Routed clock nets over the placement:
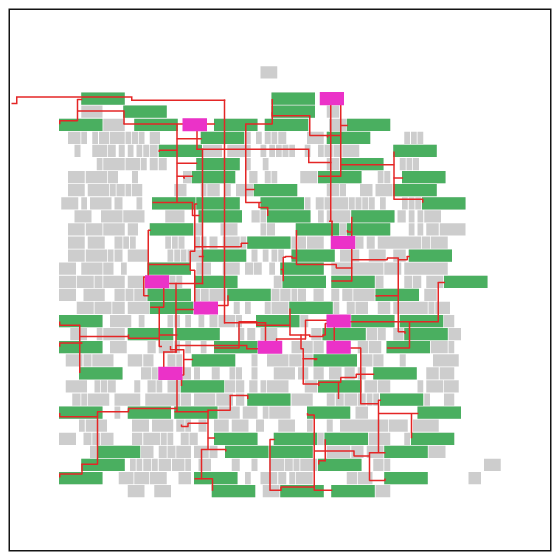
Routing congestion:
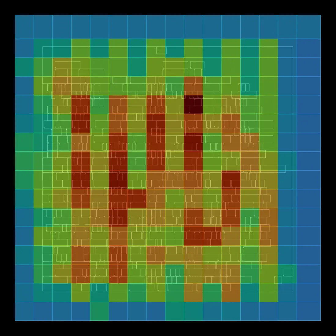
Signal wires by layer:
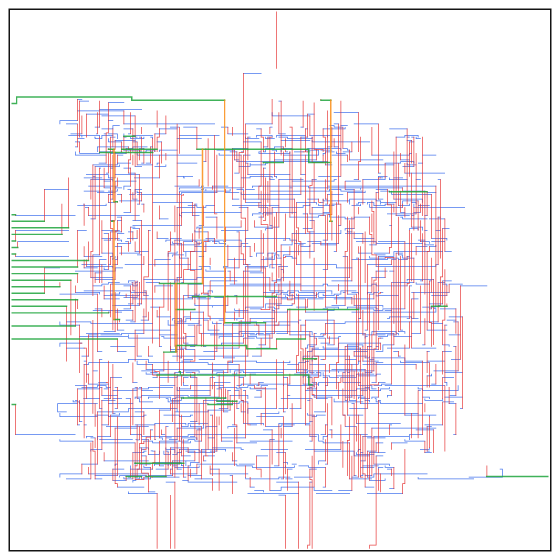
Floorplan with the power grid:
The bar under the picture is 20 um long. Pins as bars on the die edge. Tap cells in gray.
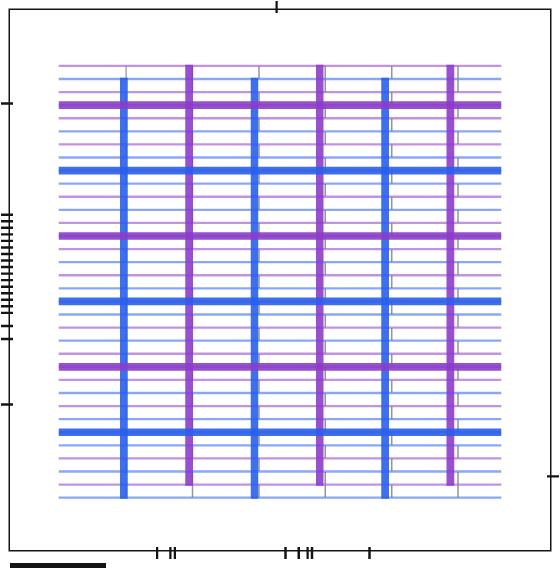
Placed cells, one color a class:
The bar under the picture is 20 um long.
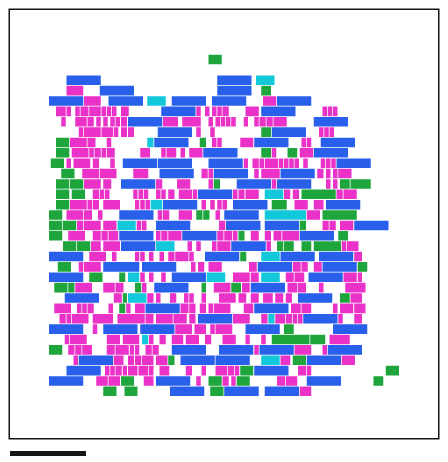
===== src/rtl/wf_rgb_pkg.sv =====
// wf_rgb_pkg: shared FSM encoding and geometry helpers for the RGB matrix driver
package wf_rgb_pkg;
    typedef enum logic [1:0] {IDLE, READ, SHIFT, LATCH} state_e;
    function automatic int shift_bits(input int rows, input int cols);
        return 3 * cols + rows;
    endfunction
    function automatic int pwm_max(input int pwm_bits);
        return (1 << pwm_bits) - 2;
    endfunction
    function automatic int r_off(input int pwm_bits);
        return 2 * pwm_bits;
    endfunction
    function automatic int g_off(input int pwm_bits);
        return pwm_bits;
    endfunction
    function automatic int b_off(input int pwm_bits);
        return 0 * pwm_bits;
    endfunction
    localparam int SHIFT_BITS = shift_bits(8, 8);
    localparam int PWM_MAX = pwm_max(5);
    localparam int R_OFF = r_off(5);
    localparam int G_OFF = g_off(5);
    localparam int B_OFF = b_off(5);
endpackage


===== src/rtl/wf_rgb_pwm_if_shifter.sv =====
// wf_serial_shifter: MSB-first serialiser with CLK_OUT low then high for CLK_DIV clks per bit
module wf_serial_shifter #(
    parameter int W = 32,
    parameter int CLK_DIV = 1
) (
    input  logic         clk,
    input  logic         rst_n,
    input  logic         load_i,
    input  logic [W-1:0] word_i,
    output logic         clk_out_o,
    output logic         dout_o,
    output logic         done_o
);
    localparam int DW = $clog2(CLK_DIV + 1);
    localparam int BW = $clog2(W);
    logic [W-1:0]  sr_q;
    logic [DW-1:0] div_q;
    logic [BW-1:0] bit_q;
    logic          active_q;
    logic          clk_q;
    logic          tick;
    assign tick      = active_q && div_q == DW'(CLK_DIV - 1);
    assign done_o    = tick && clk_q && bit_q == BW'(W - 1);
    assign clk_out_o = clk_q;
    assign dout_o    = sr_q[W-1];
    // Half-period divider: each tick toggles CLK_OUT, a falling tick moves DOUT to the next bit
    always_ff @(posedge clk or negedge rst_n) begin
        if (!rst_n) begin
            sr_q     <= '0;
            div_q    <= '0;
            bit_q    <= '0;
            active_q <= 1'b0;
            clk_q    <= 1'b0;
        end else if (load_i) begin
            sr_q     <= word_i;
            div_q    <= '0;
            bit_q    <= '0;
            active_q <= 1'b1;
            clk_q    <= 1'b0;
        end else if (active_q) begin
            div_q <= tick ? '0 : div_q + DW'(1);
            if (tick) begin
                clk_q <= !clk_q;
                if (done_o) begin
                    active_q <= 1'b0;
                end else if (clk_q) begin
                    bit_q <= bit_q + BW'(1);
                    sr_q  <= {sr_q[W-2:0], 1'b0};
                end
            end
        end
    end
endmodule


===== src/rtl/wf_rgb_pwm_if.sv =====
// wf_rgb_pwm_if: row-scan serial driver for a common-anode RGB matrix with per-channel PWM
import wf_rgb_pkg::*;
module wf_rgb_pwm_if #(
    parameter int ROWS = 8,
    parameter int COLS = 8,
    parameter int PWM_BITS = 5,
    parameter int CLK_DIV = 1,
    parameter int ADDR_W = $clog2(ROWS * COLS)
) (
    input  logic                  clk,
    input  logic                  rst_n,
    input  logic                  scan_en,
    output logic                  busy,
    output logic                  scan_done,
    output logic                  frame_done,
    output logic [ADDR_W-1:0]     ram_rd_addr,
    input  logic [3*PWM_BITS-1:0] ram_rd_pixels,
    output logic                  CLK_OUT,
    output logic                  DOUT,
    output logic                  LOAD
);
    localparam int SB = shift_bits(ROWS, COLS);
    localparam int PMAX = pwm_max(PWM_BITS);
    localparam int RO = r_off(PWM_BITS);
    localparam int GO = g_off(PWM_BITS);
    localparam int BO = b_off(PWM_BITS);
    localparam int RW = $clog2(ROWS);
    localparam int CW = $clog2(COLS + 1);
    state_e              state_q;
    logic [RW-1:0]       row_q;
    logic [PWM_BITS-1:0] pwm_q;
    logic [CW-1:0]       rd_q;
    logic [COLS-1:0]     r_q, g_q, b_q, r_d, g_d, b_d;
    logic [COLS:0]       rt, gt, bt;
    logic [ADDR_W-1:0]   addr_q;
    logic [SB-1:0]       word;
    logic                busy_q, done_q, frame_q, load_q, cap, sh_load, sh_done;
    assign busy        = busy_q;
    assign scan_done   = done_q;
    assign frame_done  = frame_q;
    assign ram_rd_addr = addr_q;
    assign LOAD        = load_q;
    assign sh_load     = state_q == READ && rd_q == CW'(COLS);
    // Column bit is 0 (sink on) while the channel value exceeds pwm_cnt; columns shift in from the MSB end
    always_comb begin
        cap  = state_q == READ && rd_q != '0;
        rt   = {ram_rd_pixels[RO +: PWM_BITS] <= pwm_q, r_q};
        gt   = {ram_rd_pixels[GO +: PWM_BITS] <= pwm_q, g_q};
        bt   = {ram_rd_pixels[BO +: PWM_BITS] <= pwm_q, b_q};
        r_d  = cap ? rt[COLS:1] : r_q;
        g_d  = cap ? gt[COLS:1] : g_q;
        b_d  = cap ? bt[COLS:1] : b_q;
        word = {g_d, r_d, b_d, ~(ROWS'(1) << row_q)};
    end
    // Scan sequencer: RAM read pipeline, hand-off to the shifter, latch strobe and row/PWM counters
    always_ff @(posedge clk or negedge rst_n) begin
        if (!rst_n) begin
            state_q <= IDLE;
            row_q   <= '0;
            pwm_q   <= '0;
            rd_q    <= '0;
            r_q     <= '0;
            g_q     <= '0;
            b_q     <= '0;
            addr_q  <= '0;
            busy_q  <= 1'b0;
            done_q  <= 1'b0;
            frame_q <= 1'b0;
            load_q  <= 1'b1;
        end else begin
            done_q  <= 1'b0;
            frame_q <= 1'b0;
            case (state_q)
                IDLE: if (scan_en) begin
                    state_q <= READ;
                    busy_q  <= 1'b1;
                    rd_q    <= '0;
                    addr_q  <= ADDR_W'(int'(row_q) * COLS);
                end
                READ: begin
                    r_q  <= r_d;
                    g_q  <= g_d;
                    b_q  <= b_d;
                    rd_q <= rd_q + CW'(1);
                    if (rd_q < CW'(COLS - 1))
                        addr_q <= ADDR_W'(int'(row_q) * COLS + int'(rd_q) + 1);
                    if (sh_load) begin
                        state_q <= SHIFT;
                        load_q  <= 1'b0;
                    end
                end
                SHIFT: if (sh_done) state_q <= LATCH;
                LATCH: begin
                    state_q <= IDLE;
                    load_q  <= 1'b1;
                    busy_q  <= 1'b0;
                    done_q  <= 1'b1;
                    if (row_q == RW'(ROWS - 1)) begin
                        row_q   <= '0;
                        frame_q <= 1'b1;
                        pwm_q   <= pwm_q == PWM_BITS'(PMAX) ? '0 : pwm_q + PWM_BITS'(1);
                    end else begin
                        row_q <= row_q + RW'(1);
                    end
                end
                default: state_q <= IDLE;
            endcase
        end
    end
    wf_serial_shifter #(.W(SB), .CLK_DIV(CLK_DIV)) u_shift (
        .clk       (clk),
        .rst_n     (rst_n),
        .load_i    (sh_load),
        .word_i    (word),
        .clk_out_o (CLK_OUT),
        .dout_o    (DOUT),
        .done_o    (sh_done)
    );
endmodule


===== config.mk =====
export PLATFORM = sky130hd
export DESIGN_NAME = wf_rgb_pwm_if
export DESIGN_NICKNAME = d
export VERILOG_FILES = /design/src/rtl/wf_rgb_pkg.sv /design/src/rtl/wf_rgb_pwm_if_shifter.sv /design/src/rtl/wf_rgb_pwm_if.sv
export SDC_FILE = /design/constraint.sdc
export NUM_CORES = 1
export LEC_CHECK = 0
export ABC_CLOCK_PERIOD_IN_PS = 2130
export CORE_MARGIN = 10
export CORE_UTILIZATION = 51
export CTS_BUF_LIST = sky130_fd_sc_hd__clkbuf_4 sky130_fd_sc_hd__clkbuf_8 sky130_fd_sc_hd__clkbuf_16
export CTS_CLUSTER_DIAMETER = 120
export DETAILED_ROUTE_END_ITERATION = 6
export GPL_TIMING_DRIVEN = 0
export PLACE_DENSITY = 0.8
export SLEW_MARGIN = 20
export SYNTH_ARGS = -nofsm -noshare
export SYNTH_HDL_FRONTEND = slang
export SYNTH_SLANG_ARGS = --single-unit
export TNS_END_PERCENT = 20

===== constraint.sdc =====
create_clock -name clk -period 2.13 [get_ports clk]
set_input_delay 0.213 -clock clk [delete_from_list [all_inputs] [get_ports clk]]
set_output_delay 0.213 -clock clk [all_outputs]
set_load 0.005 [all_outputs]

==> impl_metrics.env <==
# implementation run metrics
export IMPL_tool_warnings=35
export IMPL_clkLatencyLatePin_ns=0.36
export IMPL_post_route_period_util_pct=96.5
export IMPL_drc=0
export IMPL_ys_types=45
export IMPL_core_um2=8260
export IMPL_top_cell_area_share_pct=48.4
export IMPL_power_w=0.00300
export IMPL_synth_cells=434
export IMPL_cts_buffers=9
export IMPL_clock_buffers=10
export IMPL_pre_cts_slack_ns=-0.0331
export IMPL_cts_tree="done"
export IMPL_clockRootBuffer="clkbuf_8"
export IMPL_wire_per_inst_um=15.1
export IMPL_grt_overflow=0
export IMPL_power_frac_seq_pct=56.3
export IMPL_maxSlewHeadroom_pct=60.8
export IMPL_drtIter0Drc=161
export IMPL_grtUsageTotal_pct=14.3
export IMPL_inverters=21
export IMPL_nMultiInputCombCells=306
export IMPL_worst_pin_slew_ns=0.571
export IMPL_hpwl_um=6340
export IMPL_tns_ns=0
export IMPL_crit_fanout=10
export IMPL_layout_drive_gt1_share_pct=12.0
export IMPL_taps=105
export IMPL_synth_flops=85
export IMPL_postSynthSeqShare_pct=49.0
export IMPL_die_width_um=112
export IMPL_yosysTopAreaCell="dfrtp_1"
export IMPL_grt_pass1_wl_um=15300
export IMPL_required_ns=2.36
export IMPL_fmax_mhz=486
export IMPL_cts_sinks=85
export IMPL_via_count=3236
export IMPL_fin_ws_ns=0.0742
export IMPL_antenna_found_initial=0
export IMPL_crit_path_start_kind="flip-flop"
export IMPL_syn_avg_cell_area_um2=10.0
export IMPL_core_util_floorplan_pct=52.6
export IMPL_seq_share_pct=41.5
export IMPL_yosys_cells=434
export IMPL_biggestCellCategory="sequential cells"
export IMPL_swShare_pct=23.2
export IMPL_synth_main_ff_cell="dfrtp_1"
export IMPL_setup_viol=0
export IMPL_rsz0062_at_grt="no"
export IMPL_skew_ns=0.0112
export IMPL_syn2layout_area_growth_pct=18.1
export IMPL_gp_congestion=0.798
export IMPL_p_sw_w=0.000697
export IMPL_status="finished clean"
export IMPL_synthesis_nets=484
export IMPL_ios=30
export IMPL_slew_viol_final=0
export IMPL_dieArea_um2=12600
export IMPL_hold_viol=0
export IMPL_cap_violations=0
export IMPL_ys_area_um2=4340
export IMPL_critPathKind="flip-flop to flip-flop"
export IMPL_routed_wl_um=9010
export IMPL_leakagePower_nw=2.52
export IMPL_portBuffers=29
export IMPL_top_cell="nand2_1"
export IMPL_cts_max_level=3
export IMPL_rows=33
export IMPL_area_leaders="dfrtp_1, ha_1, nand2_1"
export IMPL_fin_crit_ns=2.06
export IMPL_sh_comb_area_pct=38.9
export IMPL_p_comb_share_pct=5.1
export IMPL_comb_area_um2=1990
export IMPL_grt_pass1_vias=3248
-- 'routed clock nets over the placement' (at the start) --
Key: green = flip-flops [count 85]; magenta = clock drivers [count 9]; red = clock wires [length 1050 um]
There are 10 routed clock nets.

-- 'routing congestion' (at the start) --
Most Used Layer, Global Route: met2
met2 Track Usage GR: 23.1%
met3 Usage GRT: 3.57%
M1 GR Usage: 17.8%

-- 'signal wires by layer' (at the start) --
Key: orange = metal 4 [wire length 145 um]; red = metal 2 [wire length 4380 um]; blue = metal 1 [wire length 4010 um]; green = metal 3 [wire length 474 um]

-- 'floorplan with the power grid' (at the start) --
Key: purple = VDD; blue = VSS
30 signal pins sit on the boundary. 34 met1 rails follow the rows.

-- 'placed cells, one color a class' (at the start) --
Key: blue = flops [cells 85]; cyan = clock drivers and dummy loads [cells 16]; magenta = combinational and other logic [cells 327]; green = other buffers and delay cells [cells 64]

## cells in the final DEF, fill, tap and decap left out, types with 3 or more instances in the layout
cell type         n
nand2_1          97
a21o_1            5
a31oi_1           6
dfrtp_1          84
and3_1            4
o31ai_1           3
ha_1             30
buf_2            13
mux2i_1          26
clkinv_2          3
a211oi_1          7
clkbuf_8         10
clkdlybuf4s50_1  28
xnor2_1           9
o21ai_0          27
inv_1            21
o21a_1            3
nor2_1           20
nand3_1           5
a21oi_1          10
nand4_1           5
a22o_1            4
nor2b_1           8
buf_4            13
o21ai_1          11
## state kept, by name, summed over array words and instances, names as in the netlist
register,flops
LOAD,1
b_q,7
busy,1
frame_done,1
g_q,7
pwm_q,5
r_q,7
ram_rd_addr,6
rd_q,4
row_q,3
scan_done,1
state_q,2
u_shift.active_q,1
u_shift.bit_q,5
u_shift.clk_out_o,1
u_shift.div_q,1
u_shift.sr_q,32
## power by group through the flow
stage | Clock (W) | Sequential [W] | Combinational, W
after detailed placement | 0 | 0.00172 | 0.000152
after global routing | 0.00123 | 0.00170 | 0.000177
after floorplan | 0 | 0.00171 | 0.0000640
final | 0.00116 | 0.00169 | 0.000152
after CTS | 0.00117 | 0.00169 | 0.000154
after global placement | 0 | 0.00172 | 0.000139
## stage by stage
step	utilization, %	area [um^2]	instances
after floorplan	-	4340	434
after global placement	57.7	4760	568
after detailed placement	58.0	4790	569
after CTS	60.7	5010	588
after global routing	62.1	5130	597
final	62.1	5130	597
## kinds of logic after synthesis
family	synth area share (%)
AND/OR/NAND/NOR	15.1
flip-flops	49.0
AND-OR/OR-AND	12.1
buffers and inverters	5.33
adder cells (fa/ha/maj)	9.22
multiplexers	6.97
XOR/XNOR	2.22
## layer usage
layer  vias up  share of wire, %  track usage, %
met5         -                 0               0
met4         0               1.6            6.09
met3        14               5.2            3.57
met2        69                49            23.1
met1      1567                44            17.8
li1       1586                 -               -
## critical path, stage by stage (launching register included)
cell and delay, ns:
dfrtp_1 0.38, ha_2 0.18, and3_1 0.16, ha_2 0.18, and4bb_1 0.22, buf_6 0.15, buf_12 0.14, buf_8 0.14
a211oi_1 0.31, a21oi_1 0.08
## worst paths after layout
kind                                               from                            end  slack [ns]  depth (start not counted)
max in group asynchronous                         rst_n               LOAD$_DFFE_PN1P_        1.11                          3
max reg2reg                u_shift.bit_q[0]$_DFFE_PN0P_    u_shift.sr_q[7]$_DFFE_PN0P_        0.07                          9
max                        u_shift.bit_q[0]$_DFFE_PN0P_    u_shift.sr_q[7]$_DFFE_PN0P_        0.07                          9
min reg2reg                          g_q[1]$_DFFE_PN0N_             g_q[1]$_DFFE_PN0N_        0.48                          2
min                                               rst_n  u_shift.clk_out_o$_DFFE_PN0P_        0.36                          2
min in group clk                     g_q[1]$_DFFE_PN0N_             g_q[1]$_DFFE_PN0N_        0.48                          2
## what timing repair did
item	in CTS	in global routing
hold endpoints to repair	36	0
buffers inserted	3	7
resized	2	5
pin swaps	0	1
gates cloned	0	2
hold buffers	1	0
setup endpoints to repair	9	12
No activity file was given, so power comes from the tool's default toggle rates.
